## config.mk

```make
export PLATFORM = sky130hd
export DESIGN_NAME = mem_arbiter
export DESIGN_NICKNAME = d
export VERILOG_FILES = /design/src/rtl/mem_arb_pkg.sv /design/src/rtl/mem_arb_beat_ctr.sv /design/src/rtl/mem_arbiter.sv
export SDC_FILE = /design/constraint.sdc
export NUM_CORES = 1
export LEC_CHECK = 0
export ABC_AREA = 1
export CAP_MARGIN = 25
export CORE_ASPECT_RATIO = 1.1
export CORE_UTILIZATION = 31
export DETAILED_ROUTE_END_ITERATION = 10
export PLACE_DENSITY = 0.85
export SLEW_MARGIN = 20
export SYNTH_ARGS = -nofsm -noshare
export SYNTH_HDL_FRONTEND = slang
export SYNTH_HIERARCHICAL = 1
export SYNTH_SLANG_ARGS = --single-unit
export TNS_END_PERCENT = 30
```

## constraint.sdc

```tcl
create_clock -name clk -period 2.6 [get_ports clk]
set_clock_uncertainty 0.05 [all_clocks]
set_input_delay 0.78 -clock clk [delete_from_list [all_inputs] [get_ports clk]]
set_output_delay 0.78 -clock clk [all_outputs]
set_load 0.02 [all_outputs]
```

## src/rtl/mem_arb_pkg.sv

```systemverilog
// Shared types and constants for the main-memory arbiter.
`timescale 1ns/1ps
package mem_arb_pkg;

    // Ceiling log2 usable in constant expressions.
    function automatic int clog2_f(input int value);
        int res;
        res = 32'sd0;
        for (int b = 32'sd0; b < 32'sd31; b++) begin
            if ((32'sd1 << b) < value) begin
                res = b + 32'sd1;
            end
        end
        return res;
    endfunction

    localparam int DEF_BURST      = 32'sd4;
    localparam int DEF_STARVE_MAX = 32'sd8;
    localparam int BEAT_W         = clog2_f(DEF_BURST);
    localparam int STARVE_W       = clog2_f(DEF_STARVE_MAX + 32'sd1);

    typedef enum logic [1:0] {
        ST_IDLE    = 2'd0,
        ST_BURST_D = 2'd1,
        ST_BURST_I = 2'd2
    } arb_state_e;

endpackage

```

## src/rtl/mem_arb_beat_ctr.sv

```systemverilog
// Issued/returned beat counters for the currently granted burst.
`timescale 1ns/1ps
module mem_arb_beat_ctr #(
    parameter int BURST = 32'sd4,
    parameter int CNT_W = 32'sd3
) (
    input  logic             clk,
    input  logic             rst,
    input  logic             clr,
    input  logic             issue_inc,
    input  logic             return_inc,
    output logic [CNT_W-1:0] issued,
    output logic [CNT_W-1:0] returned,
    output logic             issue_last,
    output logic             issue_full,
    output logic             return_last
);

    localparam logic [CNT_W-1:0] BURST_C = CNT_W'(BURST);
    localparam logic [CNT_W-1:0] LAST_C  = CNT_W'(BURST - 32'sd1);
    localparam logic [CNT_W-1:0] ONE_C   = CNT_W'(32'sd1);

    logic [CNT_W-1:0] issued_r;
    logic [CNT_W-1:0] returned_r;

    // Beats accepted by memory in this burst.
    always_ff @(posedge clk or posedge rst) begin
        if (rst) begin
            issued_r <= '0;
        end else if (clr) begin
            issued_r <= '0;
        end else if (issue_inc) begin
            issued_r <= issued_r + ONE_C;
        end else begin
            issued_r <= issued_r;
        end
    end

    // Read words returned by memory in this burst.
    always_ff @(posedge clk or posedge rst) begin
        if (rst) begin
            returned_r <= '0;
        end else if (clr) begin
            returned_r <= '0;
        end else if (return_inc) begin
            returned_r <= returned_r + ONE_C;
        end else begin
            returned_r <= returned_r;
        end
    end

    assign issued      = issued_r;
    assign returned    = returned_r;
    assign issue_last  = (issued_r == LAST_C);
    assign issue_full  = (issued_r == BURST_C);
    assign return_last = (returned_r == LAST_C);

endmodule

```

## src/rtl/mem_arbiter.sv

```systemverilog
// Arbitrates unified main memory between D-cache (priority) and I-cache
// line bursts, with a starvation counter guaranteeing I-cache progress.
`timescale 1ns/1ps
module mem_arbiter
    import mem_arb_pkg::*;
#(
    parameter int BURST      = DEF_BURST,
    parameter int STARVE_MAX = DEF_STARVE_MAX
) (
    input  logic        clk,
    input  logic        rst,
    input  logic        d_req,
    input  logic        d_wr,
    input  logic [15:0] d_addr,
    input  logic [15:0] d_wdata,
    output logic        d_ack,
    output logic        d_rvalid,
    output logic        d_done,
    input  logic        i_req,
    input  logic [15:0] i_addr,
    output logic        i_ack,
    output logic        i_rvalid,
    output logic        i_done,
    output logic [15:0] rdata,
    output logic        mem_en,
    output logic        mem_wr,
    output logic [15:0] mem_addr,
    output logic [15:0] mem_wdata,
    input  logic        mem_stall,
    input  logic        mem_rvalid,
    input  logic [15:0] mem_rdata,
    output logic        err
);

    localparam int BEAT_BITS   = clog2_f(BURST);
    localparam int CNT_BITS    = BEAT_BITS + 32'sd1;
    localparam int STARVE_BITS = clog2_f(STARVE_MAX + 32'sd1);
    localparam logic [STARVE_BITS-1:0] STARVE_C = STARVE_BITS'(STARVE_MAX);
    localparam logic [STARVE_BITS-1:0] STARVE_ONE = STARVE_BITS'(32'sd1);

    arb_state_e state_r;
    arb_state_e state_nxt_s;

    logic [STARVE_BITS-1:0] starve_r;
    logic                   err_r;

    logic [CNT_BITS-1:0] issued_s;
    logic [CNT_BITS-1:0] returned_s;
    logic                issue_last_s;
    logic                issue_full_s;
    logic                return_last_s;

    logic        in_burst_s;
    logic        burst_wr_s;
    logic        mem_en_s;
    logic        issue_s;
    logic        rv_read_s;
    logic        rv_ok_s;
    logic        err_set_s;
    logic        burst_done_s;
    logic        starve_full_s;
    logic        enter_i_s;
    logic [15:0] base_s;
    logic [15:0] addr_s;
    logic        unused_addr_s;

    mem_arb_beat_ctr #(
        .BURST (BURST),
        .CNT_W (CNT_BITS)
    ) u_beat_ctr (
        .clk         (clk),
        .rst         (rst),
        .clr         (state_r == ST_IDLE),
        .issue_inc   (issue_s),
        .return_inc  (rv_ok_s),
        .issued      (issued_s),
        .returned    (returned_s),
        .issue_last  (issue_last_s),
        .issue_full  (issue_full_s),
        .return_last (return_last_s)
    );

    assign in_burst_s    = (state_r != ST_IDLE);
    assign burst_wr_s    = (state_r == ST_BURST_D) & d_wr;
    assign mem_en_s      = in_burst_s & ~issue_full_s;
    assign issue_s       = mem_en_s & ~mem_stall;
    assign rv_read_s     = mem_rvalid & in_burst_s & ~burst_wr_s;
    // A read return is only legitimate while a beat is outstanding.
    assign rv_ok_s       = rv_read_s & (returned_s != issued_s);
    assign err_set_s     = mem_rvalid & in_burst_s & (burst_wr_s | (returned_s == issued_s));
    // Writes finish on the last accepted beat, reads on the last returned word.
    assign burst_done_s  = burst_wr_s ? (issue_s & issue_last_s) : (rv_ok_s & return_last_s);
    assign starve_full_s = (starve_r == STARVE_C);
    assign enter_i_s     = (state_r == ST_IDLE) & (state_nxt_s == ST_BURST_I);

    assign base_s        = (state_r == ST_BURST_I) ? i_addr : d_addr;
    assign addr_s        = {base_s[15:BEAT_BITS+1], issued_s[BEAT_BITS-1:0], 1'b0};
    assign unused_addr_s = ^base_s[BEAT_BITS:0];

    assign rdata     = mem_rdata;
    assign mem_wdata = d_wdata;
    assign err       = err_r;

    // State register; reset abandons any in-flight burst.
    always_ff @(posedge clk or posedge rst) begin
        if (rst) begin
            state_r <= ST_IDLE;
        end else begin
            state_r <= state_nxt_s;
        end
    end

    // Grant decision in IDLE, return to IDLE when the burst completes.
    always_comb begin
        state_nxt_s = state_r;
        case (state_r)
            ST_IDLE: begin
                if (i_req && starve_full_s) begin
                    state_nxt_s = ST_BURST_I;
                end else if (d_req) begin
                    state_nxt_s = ST_BURST_D;
                end else if (i_req) begin
                    state_nxt_s = ST_BURST_I;
                end else begin
                    state_nxt_s = ST_IDLE;
                end
            end
            ST_BURST_D, ST_BURST_I: begin
                if (burst_done_s) begin
                    state_nxt_s = ST_IDLE;
                end else begin
                    state_nxt_s = state_r;
                end
            end
            default: begin
                state_nxt_s = ST_IDLE;
            end
        endcase
    end

    // Route memory handshakes to the granted side only.
    always_comb begin
        mem_en   = 1'b0;
        mem_wr   = 1'b0;
        mem_addr = 16'h0000;
        d_ack    = 1'b0;
        d_rvalid = 1'b0;
        d_done   = 1'b0;
        i_ack    = 1'b0;
        i_rvalid = 1'b0;
        i_done   = 1'b0;
        case (state_r)
            ST_BURST_D: begin
                mem_en   = mem_en_s;
                mem_wr   = d_wr;
                mem_addr = addr_s;
                d_ack    = issue_s;
                d_rvalid = rv_read_s;
                d_done   = burst_done_s;
            end
            ST_BURST_I: begin
                mem_en   = mem_en_s;
                mem_wr   = 1'b0;
                mem_addr = addr_s;
                i_ack    = issue_s;
                i_rvalid = rv_read_s;
                i_done   = burst_done_s;
            end
            default: begin
                mem_en   = 1'b0;
            end
        endcase
    end

    // Cycles an I request has waited; saturates so I eventually wins.
    always_ff @(posedge clk or posedge rst) begin
        if (rst) begin
            starve_r <= '0;
        end else if (enter_i_s) begin
            starve_r <= '0;
        end else if (i_req && (state_r != ST_BURST_I) && !starve_full_s) begin
            starve_r <= starve_r + STARVE_ONE;
        end else begin
            starve_r <= starve_r;
        end
    end

    // Sticky protocol error on unexpected read returns.
    always_ff @(posedge clk or posedge rst) begin
        if (rst) begin
            err_r <= 1'b0;
        end else if (err_set_s) begin
            err_r <= 1'b1;
        end else begin
            err_r <= err_r;
        end
    end

endmodule

```

==> impl_metrics.yaml <==
# implementation run metrics
pwr:
  p_clk_mw: 0.183
  internal-power_mw: 0.900
  p_leak_nw: 1.05
  vdd_ir_drop_max_mv: 0.247
  comb_power_share_pct: 71.5
  pg_comb_mw: 1.25
  share_seq_of_total_power_pct: 18.0
  p_per_area_nw_per_um2: 908
  total_power_mw: 1.75
floorplan:
  chipWidth_um: 65.9
  design.portCount: 128
  height_of_the_die_um: 72.3
  fp-row-count: 25
global_routing:
  gr-max-usage-layer: "met2"
  initial_antenna_violation_count: 0
  global_route.overflow_total: 0
  via_count_of_the_first_global_routing_pass: 1216
  gr-usage-met3_pct: 4.09
cells_and_area:
  registers.top_by_ff_count: "starve_r"
  final-comb-area_um2: 698
  final_cell_area_um2: 1930
  area_share_nonclk_buffers_pct: 34.2
  sh_seq_area_pct: 16.9
  layout.cells.non_filler: 312
  design.final.nets: 341
  final_layout_size_suffix_gt1_share_pct: 24.4
  design.seq.count: 13
  nMultiInputCombCells: 127
  seqCellArea_um2: 325
  n_all_buffers: 79
  clkCellAreaFrac_pct: 2.34
  inverters: 35
worst_setup_path:
  crit_path_max_incr_delay_ps: 240
  crit_buf_inv: 4
  critical-path-top-delay-family: "simple AND/OR/NAND/NOR gates"
  timing.rr.start: "u_beat_ctr/issued[0]"
  critical_path_top_delay_cell: "sky130_fd_sc_hd__dlygate4sd2_1"
  timing.rr.end: "starve_r[0]"
  register_to_register_path_depth: 12
  critical_path.cell_chain: "dlygate4sd2_1, nand2_2, inv_2, nor2_4, nand3_2, nand2_2, inv_2, nor2_2, buf_6"
clock_tree:
  clock_path_buffers: 2
  clock_tree.root_cell: "sky130_fd_sc_hd__clkbuf_8"
  clock_latency_on_the_worst_skew_pair_ps: 240
  cts_num_sinks: 13
place:
  port-buffer-count: 56
  place.gp.congestion: 0.761
  placement.cell_area_um2: 1930
  dpl.hpwl_um: 3060
  placed_cells_incl_taps: 305
logic_synthesis:
  topCellsByArea: "sky130_fd_sc_hd__dfrtp_1 23%, sky130_fd_sc_hd__buf_4 18%, sky130_fd_sc_hd__nor2_1 11%"
  edf_count: 0
  postSynthCellCount: 211
  yosys_warnings: 6
  yosys.stat.seqShare_pct: 23.3
  yosys-mux-area-fraction_pct: 0
  yosys-stat-cells: 211
  synthTopLogicFamily: "simple AND/OR/NAND/NOR gates"
  top_cell: "sky130_fd_sc_hd__nor2_1"
  top_cell_area_share_pct: 23.3
  synthFlopType: "sky130_fd_sc_hd__dfrtp_1"
run:
  tool_warnings: 38
detailed_routing:
  drtIter0Drc: 47
  avgViaCountPerCell: 4.34
  dr_wl_met2_um: 1890
  antenna_left: 0
min_path:
  hold_depth: 1
sta:
  timing.final.hold_violations: 0
  final-max-slew-violation-count: 0
  post-route-worst-setup-slack_ps: 42.3
  rsz0062_at_grt: "true"
  report.final.setup_viol: 0
run_status:
  outcome: "completed"
[worst reg2reg max path, delay by kind of cell (launching register included)]
family,cells,cell delay (ps)
buffers and inverters,4,490
AND/OR/NAND/NOR,6,470
flip-flops,1,390
adder cells (fa/ha/maj),2,390
[how the worst max path moves through the flow]
stage,cells after the start,start,to
after detailed placement,8,mem_rvalid,d_done
after floorplan,7,state_r[0],d_done
after global placement,8,mem_rvalid,d_done
after CTS,6,mem_stall,d_ack
after global routing,7,state_r[0],mem_addr[11]
final,9,d_wr,i_done
[placed cells by master, fill, tap and decap left out, types with 3 or more instances in the layout]
| master | Yosys | routed |
|---|---|---|
| sky130_fd_sc_hd__nand2_2 | 1 | 3 |
| sky130_fd_sc_hd__dfrtp_1 | 13 | 13 |
| sky130_fd_sc_hd__nor2_2 | 1 | 3 |
| sky130_fd_sc_hd__xor2_1 | 3 | 3 |
| sky130_fd_sc_hd__nand3_2 | 4 | 4 |
| sky130_fd_sc_hd__clkbuf_2 | 0 | 11 |
| sky130_fd_sc_hd__buf_4 | 33 | 23 |
| sky130_fd_sc_hd__ha_1 | 11 | 10 |
| sky130_fd_sc_hd__dlygate4sd2_1 | 0 | 8 |
| sky130_fd_sc_hd__buf_2 | 0 | 4 |
| sky130_fd_sc_hd__clkdlybuf4s50_1 | 0 | 30 |
| sky130_fd_sc_hd__inv_1 | 33 | 30 |
| sky130_fd_sc_hd__nand3_1 | 10 | 10 |
| sky130_fd_sc_hd__nand2_1 | 33 | 31 |
| sky130_fd_sc_hd__o21ai_0 | 14 | 12 |
| sky130_fd_sc_hd__nor2_1 | 41 | 38 |
| sky130_fd_sc_hd__clkbuf_8 | 0 | 3 |
| sky130_fd_sc_hd__inv_2 | 1 | 5 |
Fig. 1: placed standard cells
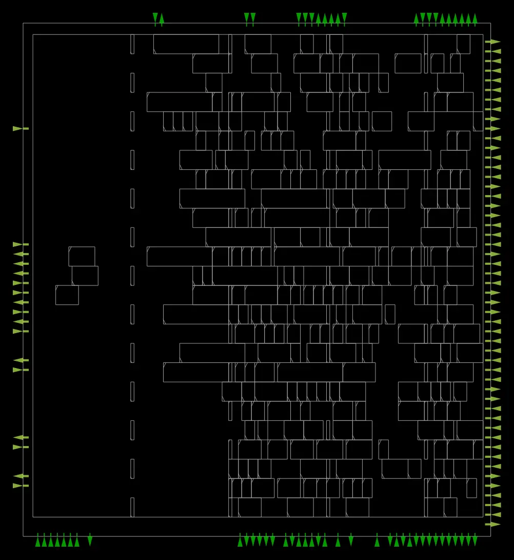
tap cells: 54
floorplan core area: 4320 µm²

Fig. 2: signal wires on met3
Drawn at 4 px/µm.
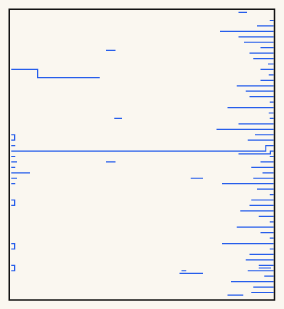
wire length on this layer = 394 µm
main direction = horizontal

Fig. 3: signal wires by layer
Drawn at 4 px/µm. Two of the layers only.
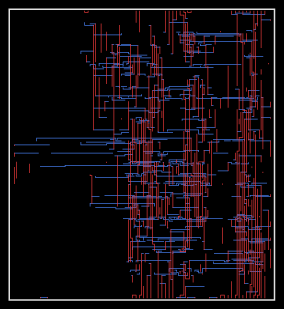
red -> M2  # wire length 1890 µm
blue -> M1  # wire length 1330 µm
Total GRT Usage: 14.5%
post-DR wirelength/cell: 11.7 µm
final WL: 3640 µm
vias: 1354

Fig. 4: placed cells, one color a class
Drawn at 4 px/µm.
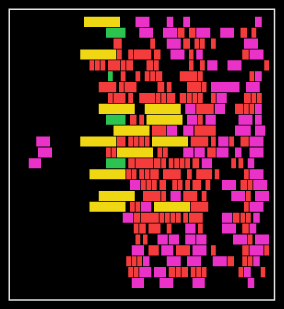
yellow -> registers  # cells 13
magenta -> remaining buffers and delay cells  # cells 79
red -> remaining logic cells  # cells 162
green -> clock drivers and dummy loads  # cells 4

Fig. 5: sequential cells grouped by signal name
Drawn at 8 px/µm. Other sequential cells in the stronger gray, the rest of the logic in the fainter gray.
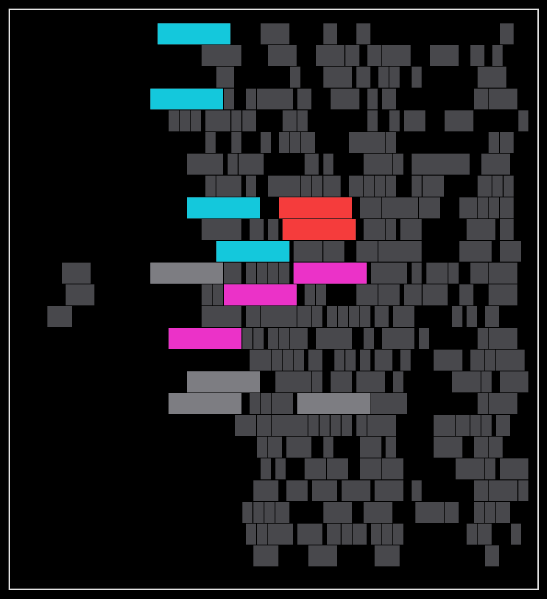
cyan -> starve_r  # placed flops 4
red -> state_r  # placed flops 2
magenta -> u_beat_ctr/returned  # placed flops 3

Power is estimated from default activity; no workload was simulated.
